### config.mk
export PLATFORM = sky130hd
export DESIGN_NAME = ultrasonic_obstacle_ranger
export DESIGN_NICKNAME = d
export VERILOG_FILES = /design/src/rtl/ultrasonic_obstacle_ranger.sv
export SDC_FILE = /design/constraint.sdc
export NUM_CORES = 1
export LEC_CHECK = 0
export CORE_MARGIN = 3
export CORE_UTILIZATION = 50
export CTS_BUF_LIST = sky130_fd_sc_hd__clkbuf_8
export DETAILED_ROUTE_END_ITERATION = 8
export PLACE_DENSITY = 0.74
export RECOVER_POWER = 100
export SLEW_MARGIN = 20
export SYNTH_ARGS = -nofsm -noshare
export SYNTH_HDL_FRONTEND = slang
export SYNTH_SLANG_ARGS = --single-unit
export TNS_END_PERCENT = 20
### constraint.sdc
create_clock -name clk -period 5.31 [get_ports clk]
set_input_delay 1.3275 -clock clk [delete_from_list [all_inputs] [get_ports clk]]
set_output_delay 1.3275 -clock clk [all_outputs]
set_load 0.03 [all_outputs]
### src/rtl/ultrasonic_obstacle_ranger.sv
`default_nettype none
// ============================================================================
// Module   : ultrasonic_obstacle_ranger
// Brief    : Alternating left/right HC-SR04 ranger front-end producing
//            per-side obstacle flags and echo-width distances.
// Revision : 1.0 - initial release
// ============================================================================
module ultrasonic_obstacle_ranger #(
    parameter int CNT_W        = 16,
    parameter int TRIG_CYCLES  = 10,
    parameter int ECHO_TIMEOUT = 1000,
    parameter int THRESH       = 300,
    parameter int GAP_CYCLES   = 2000
) (
    input  logic             clk,
    input  logic             rst_n,
    input  logic             enable,
    input  logic             echo_left,
    input  logic             echo_right,
    output logic             trig_left,
    output logic             trig_right,
    output logic             sensor_left,
    output logic             sensor_right,
    output logic [CNT_W-1:0] dist_left,
    output logic [CNT_W-1:0] dist_right,
    output logic             meas_valid,
    output logic             meas_chan
);

    localparam logic [CNT_W-1:0] c_trig_last = CNT_W'(TRIG_CYCLES - 1);
    localparam logic [CNT_W-1:0] c_wait_last = CNT_W'(ECHO_TIMEOUT - 1);
    localparam logic [CNT_W-1:0] c_timeout   = CNT_W'(ECHO_TIMEOUT);
    localparam logic [CNT_W-1:0] c_thresh    = CNT_W'(THRESH);
    localparam logic [CNT_W-1:0] c_gap_last  = CNT_W'(GAP_CYCLES - 1);
    localparam logic [CNT_W-1:0] c_one       = CNT_W'(1);

    typedef enum logic [2:0] {
        S_IDLE      = 3'd0,
        S_TRIG      = 3'd1,
        S_WAIT_RISE = 3'd2,
        S_MEASURE   = 3'd3,
        S_GAP       = 3'd4
    } state_t;

    state_t           r_state;
    state_t           w_state_nxt;
    logic [CNT_W-1:0] r_cnt;
    logic [CNT_W-1:0] w_cnt_nxt;
    logic [CNT_W-1:0] r_width;
    logic [CNT_W-1:0] w_width_nxt;
    logic [CNT_W-1:0] w_res_width;
    logic             r_chan;
    logic             w_chan_nxt;
    logic             w_res_wr;
    logic             w_res_timeout;
    logic             w_res_sensor;
    logic [1:0]       r_sync_l;
    logic [1:0]       r_sync_r;
    logic             w_echo;

    always_ff @(posedge clk or negedge rst_n) begin
        if (!rst_n) begin
            r_sync_l <= 2'b00;
            r_sync_r <= 2'b00;
        end else begin
            r_sync_l <= {r_sync_l[0], echo_left};
            r_sync_r <= {r_sync_r[0], echo_right};
        end
    end

    assign w_echo = r_chan ? r_sync_r[1] : r_sync_l[1];

    always_ff @(posedge clk or negedge rst_n) begin
        if (!rst_n) begin
            r_state <= S_IDLE;
            r_cnt   <= '0;
            r_width <= '0;
            r_chan  <= 1'b0;
        end else begin
            r_state <= w_state_nxt;
            r_cnt   <= w_cnt_nxt;
            r_width <= w_width_nxt;
            r_chan  <= w_chan_nxt;
        end
    end

    // Every terminal compare uses >= so a counter can never run past its bound.
    always_comb begin
        w_state_nxt   = r_state;
        w_cnt_nxt     = r_cnt;
        w_width_nxt   = r_width;
        w_chan_nxt    = r_chan;
        w_res_wr      = 1'b0;
        w_res_width   = r_width;
        w_res_timeout = 1'b0;
        case (r_state)
            S_IDLE: begin
                if (enable) begin
                    w_state_nxt = S_TRIG;
                    w_cnt_nxt   = '0;
                end
            end
            S_TRIG: begin
                if (r_cnt >= c_trig_last) begin
                    w_state_nxt = S_WAIT_RISE;
                    w_cnt_nxt   = '0;
                end else begin
                    w_cnt_nxt = r_cnt + c_one;
                end
            end
            S_WAIT_RISE: begin
                if (w_echo) begin
                    w_state_nxt = S_MEASURE;
                    w_width_nxt = c_one;
                end else if (r_cnt >= c_wait_last) begin
                    w_res_wr      = 1'b1;
                    w_res_width   = c_timeout;
                    w_res_timeout = 1'b1;
                    w_state_nxt   = S_GAP;
                    w_cnt_nxt     = '0;
                end else begin
                    w_cnt_nxt = r_cnt + c_one;
                end
            end
            S_MEASURE: begin
                if (!w_echo) begin
                    w_res_wr    = 1'b1;
                    w_res_width = r_width;
                    w_state_nxt = S_GAP;
                    w_cnt_nxt   = '0;
                end else if (r_width >= c_wait_last) begin
                    // Echo held to the limit: report as no return.
                    w_res_wr      = 1'b1;
                    w_res_width   = c_timeout;
                    w_res_timeout = 1'b1;
                    w_state_nxt   = S_GAP;
                    w_cnt_nxt     = '0;
                end else begin
                    w_width_nxt = r_width + c_one;
                end
            end
            S_GAP: begin
                if (r_cnt >= c_gap_last) begin
                    w_state_nxt = S_IDLE;
                    w_chan_nxt  = ~r_chan;
                end else begin
                    w_cnt_nxt = r_cnt + c_one;
                end
            end
            default: w_state_nxt = S_IDLE;
        endcase
    end

    assign w_res_sensor = (w_res_width < c_thresh) && !w_res_timeout;

    always_ff @(posedge clk or negedge rst_n) begin
        if (!rst_n) begin
            dist_left    <= '0;
            dist_right   <= '0;
            sensor_left  <= 1'b0;
            sensor_right <= 1'b0;
            meas_valid   <= 1'b0;
            meas_chan    <= 1'b0;
        end else begin
            meas_valid <= w_res_wr;
            if (w_res_wr) begin
                meas_chan <= r_chan;
                if (r_chan) begin
                    dist_right   <= w_res_width;
                    sensor_right <= w_res_sensor;
                end else begin
                    dist_left   <= w_res_width;
                    sensor_left <= w_res_sensor;
                end
            end
        end
    end

    assign trig_left  = (r_state == S_TRIG) && !r_chan;
    assign trig_right = (r_state == S_TRIG) && r_chan;

endmodule
`default_nettype wire

==> run_1/metal_stack.png <==
(4 px per um) Only two layers are drawn.
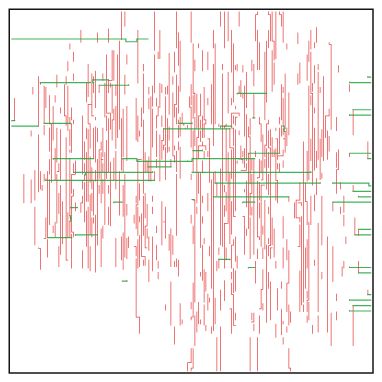
Green is met3, wire length 394 um. Red is met2, wire length 3,760 um.
all-layer global routing usage: 20.2%
wire length per cell: 16.6 um

==> run_1/drive_strength.png <==
(4 px per um)
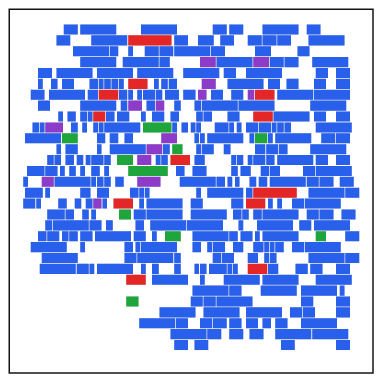
Purple is drive 2, cells 14, share 3.8%. Green is drive 3 to 4, cells 10, share 2.7%. Blue is drive 1 or less, cells 335, share 90%. Red is drive 6 and up, cells 12, share 3.2%.

==> flow_summary.toml, run 1 <==
# flow metrics
[pwr]
ir_drop_v = 0.000239

[synth]
ys_sh_adder_pct = 1.40
synth.logic.top_family = "AND-OR/OR-AND gates"
ys_seq_share_pct = 53.2
synthTopCellsByArea = "dfrtp_1, a22o_1, nor2_1"
mux_area_share_pct = 2.07
simple_gate_area_share_pct = 18.1
synthArstFlopShare_pct = 100

[final_timing]
hold_slack_ns = 0.359
finalSetupViolCount = 0
slew_violations = 43
tns_ns = 0

[placed_design]
dpl.hpwl_mm = 5.50
dp.cells = 451

[grt]
grt.busiest_layer = "met2"
grt_pass1_vias = 2663
antenna_found_initial = 0
use_met2_pct = 32.9

[job]
drv_cap = 1

[final_layout]
n_clock_buffer = 9
comb_area_mm2 = 0.00154
clkCellAreaFrac_pct = 5.28
nFillCells = 584
sh_comb_area_pct = 36.4
layout.cells.most_common = "dfrtp_1"

[min_path]
holdPathStages = 0
holdCritStartpoint = "r_sync_r[0]"

[floorplan]
die_y_um = 90.6
fp_util_pct = 52.0
well_tap_count = 96
ioPinCount = 43
num_rows = 30
die_area_mm2 = 0.00820
core_mm2 = 0.00687

[worst_setup_path]
worst_ep_arrival_time_ns = 2.14
crit_type = "register to output pin"
critPathLaunch = "r_state[0]"
r2r_end = "r_cnt[2]"

[run_status]
violations = "capacitance limit, slew limit"
status = "complete, but fails checks"

[routing]
post_drt_via_cell_ratio = 5.82
ant_nets = 0
drc = 0
finalWirelength_mm = 7.76
dr_wl_met3_um = 394

[cts]
cts_tree = "done"
clkTransAtPathRegs_ns = 0.08
cts_hold_buf = 0
==> run_1/port_nets.png <==
(3 px per um)
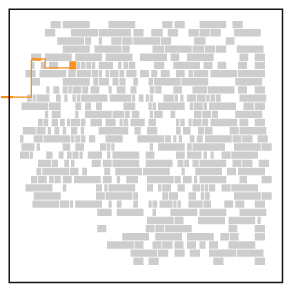
Orange is trig_right, bits 1, direction output, edge left, end cells 1, buffers 1, wire 40.0 um.

-- run 1: Yosys cell counts (4+ instances only) --
library cell / number
a211o_1: 4
a21oi_1: 10
a22o_1: 24
and2_1: 5
and3_1: 11
clkbuf_1: 7
dfrtp_1: 76
ha_1: 4
inv_1: 6
nand2_1: 24
nand3_1: 13
nor2_1: 32
nor3_1: 7
o21ai_0: 5
o21ai_1: 6
o22a_1: 10
or3_1: 4
xor2_1: 6
-- run 1: where the power goes --
part | leakage (nW) | switching (W) | internal [W]
clock network | 0.114 | 0.000221 | 0.000268
registers | 1.03 | 0.0000700 | 0.000639
logic | 0.911 | 0.000363 | 0.000210
-- run 1: worst max-delay path: stages, from the launching register on --
cell,delay [ns]
dfrtp_1,0.72
nand2_1,0.20
nor2_1,0.12
dlygate4sd3_1,0.75
==> run_1/pins.png <==
(4 px per um) Pins as bars across the die edge, other pins in grey.
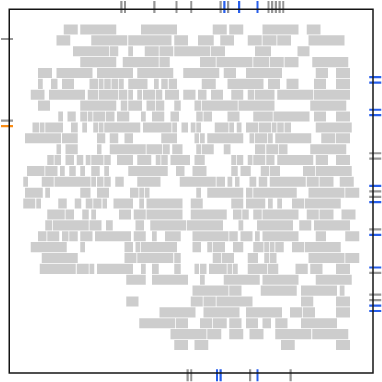

--- run 2 (diff from run 1) ---
==> constraint.sdc (replaced) <==
create_clock -name clk -period 3.21 [get_ports clk]
set_input_delay 0.8025 -clock clk [delete_from_list [all_inputs] [get_ports clk]]
set_output_delay 0.8025 -clock clk [all_outputs]
set_load 0.03 [all_outputs]
==> run_2/pins.png <==
(4 px per um) Pins as bars across the die edge, other pins in grey.
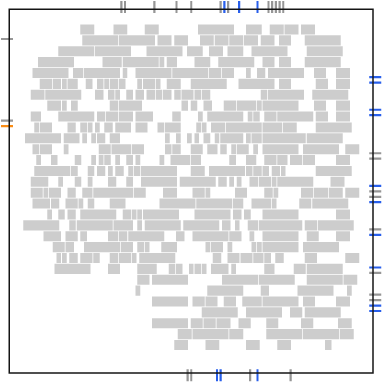
Orange is trig_right, pins 1, direction output, edge left. Blue is dist_left, pins 16, direction output, edge 10 right, 3 bottom, 3 top.
All pins by edge: 18 right, 15 top, 7 bottom, 3 left.
Buffers on Ports: 42
die width: 90.6 um
Die Y: 90.6 um

==> run 2 against run 1 <==
  * The flow still finishes with violations (capacitance limit, slew limit)
  * Register-to-register slack worse by 1.6 ns
  * First-iteration DRC count is 18% lower
  * Hold slack worse by 0.0087 ns
  * Cell area is 0.12% lower
  * Cell count is 0.43% higher
  * Power is 63% higher
==> flow_summary.toml, run 2 <==
# flow metrics
[worst_setup_path]
worst_path_most_repeated_cell = "nor2_1"
worst_ep_arrival_time_ns = 1.95
slowest_stage = "dlygate4sd3_1"
cp_slowest_stage_delay_ns = 0.75
crit_type = "register to output pin"
crit_chain = "nor2_1 > nand2_1 > nor2_1 > dlygate4sd3_1"
required_ns = 2.41
cp_top_family = "buffers and inverters"
path_buffers = 1

[routing]
routed.top_layer = "met4"
drt_iter0_drc = 146
drc = 0
finalWirelength_mm = 7.69
dr_wl_met3_um = 358
detail_route.wl_per_cell_um = 16.4
ant_nets = 0
post_drt_via_cell_ratio = 5.89

[job]
drv_cap = 1
tool_warnings = 28

[final_timing]
hold_slack_ns = 0.351
finalSetupViolCount = 0
worst_clock_skew_ns = 0.00957
slew_violations = 67
tns_ns = 0
rsz0062_at_grt = "no"

[floorplan]
die_area_mm2 = 0.00820
core_mm2 = 0.00687
fp_util_pct = 52.0
num_rows = 30
ioPinCount = 43

[synth]
mux_area_share_pct = 2.07
synth.most_common_cell = "dfrtp_1"
synthArstFlopShare_pct = 100
ys_sh_adder_pct = 1.40
largest_area_cell = "dfrtp_1"
synth.distinct_cells = 61
synthTopCellsByArea = "dfrtp_1, a22o_1, nor2_1"
synth.top_cells.by_count = "dfrtp_1, nor2_1, a22o_1, nand2_1, nand3_1"
simple_gate_area_share_pct = 18.1
ys_seq_share_pct = 53.2
synth.logic.top_family = "AND-OR/OR-AND gates"

[pwr]
power.group.top = "sequential cells"
swShare_pct = 36.4
pwr-share-seq_pct = 39.7
p_seq_w = 0.00114
p_per_area_mw_per_mm2 = 681
p_int_w = 0.00183
ir_drop_v = 0.000422
p_clk_share_pct = 27.2
power_frac_comb_pct = 33.1
p_clk_w = 0.000784
powerComb_w = 0.000956

[grt]
grtUsageTotal_pct = 20.2
use_met2_pct = 32.1
met1_usage_pct = 27.2
antenna_found_initial = 0
grt_pass1_vias = 2735
grt.busiest_layer = "met2"

[final_layout]
drive_gt1_share_pct = 9.38
finish.instance_area_mm2 = 0.00424
layout.cells.most_common = "dfrtp_1"

[placed_design]
dp.cells = 453
dpl.hpwl_mm = 5.44

[run_status]
status = "complete, but fails checks"
violations = "capacitance limit, slew limit"

[cts]
cts_tree = "done"
post_cts_buffers = 0
htreeDepth = 3
clkTransAtPathRegs_ns = 0.07
cts_hold_buf = 0
[run 2: cell counts after synthesis]
Identical to the previous run, type by type.
[run 2: final timing paths]
path	end	start	slack [ns]	cells past startpoint
setup / recovery	trig_left	r_state[1]	0.46	4
hold / removal	r_sync_r[1]	r_sync_r[0]	0.35	0
setup reg to reg	sensor_right	r_width[0]	0.52	7
hold reg to reg	r_sync_r[1]	r_sync_r[0]	0.35	0
max in group asynchronous	r_cnt[1]	rst_n	0.86	2
min in group asynchronous	dist_left[13]	rst_n	0.42	1
[run 2: area by class of cell]
cell class / count / area [um^2]
flip-flops and latches: 76 / 1900
clock inverters: 7 / 92.6
fillers: 586 / 2630
clock buffers: 9 / 124
well taps: 96 / 120
multi-input cells: 229 / 1540
repair buffers: 46 / 438
inverters: 6 / 22.5
Power is estimated from default activity; no workload was simulated.
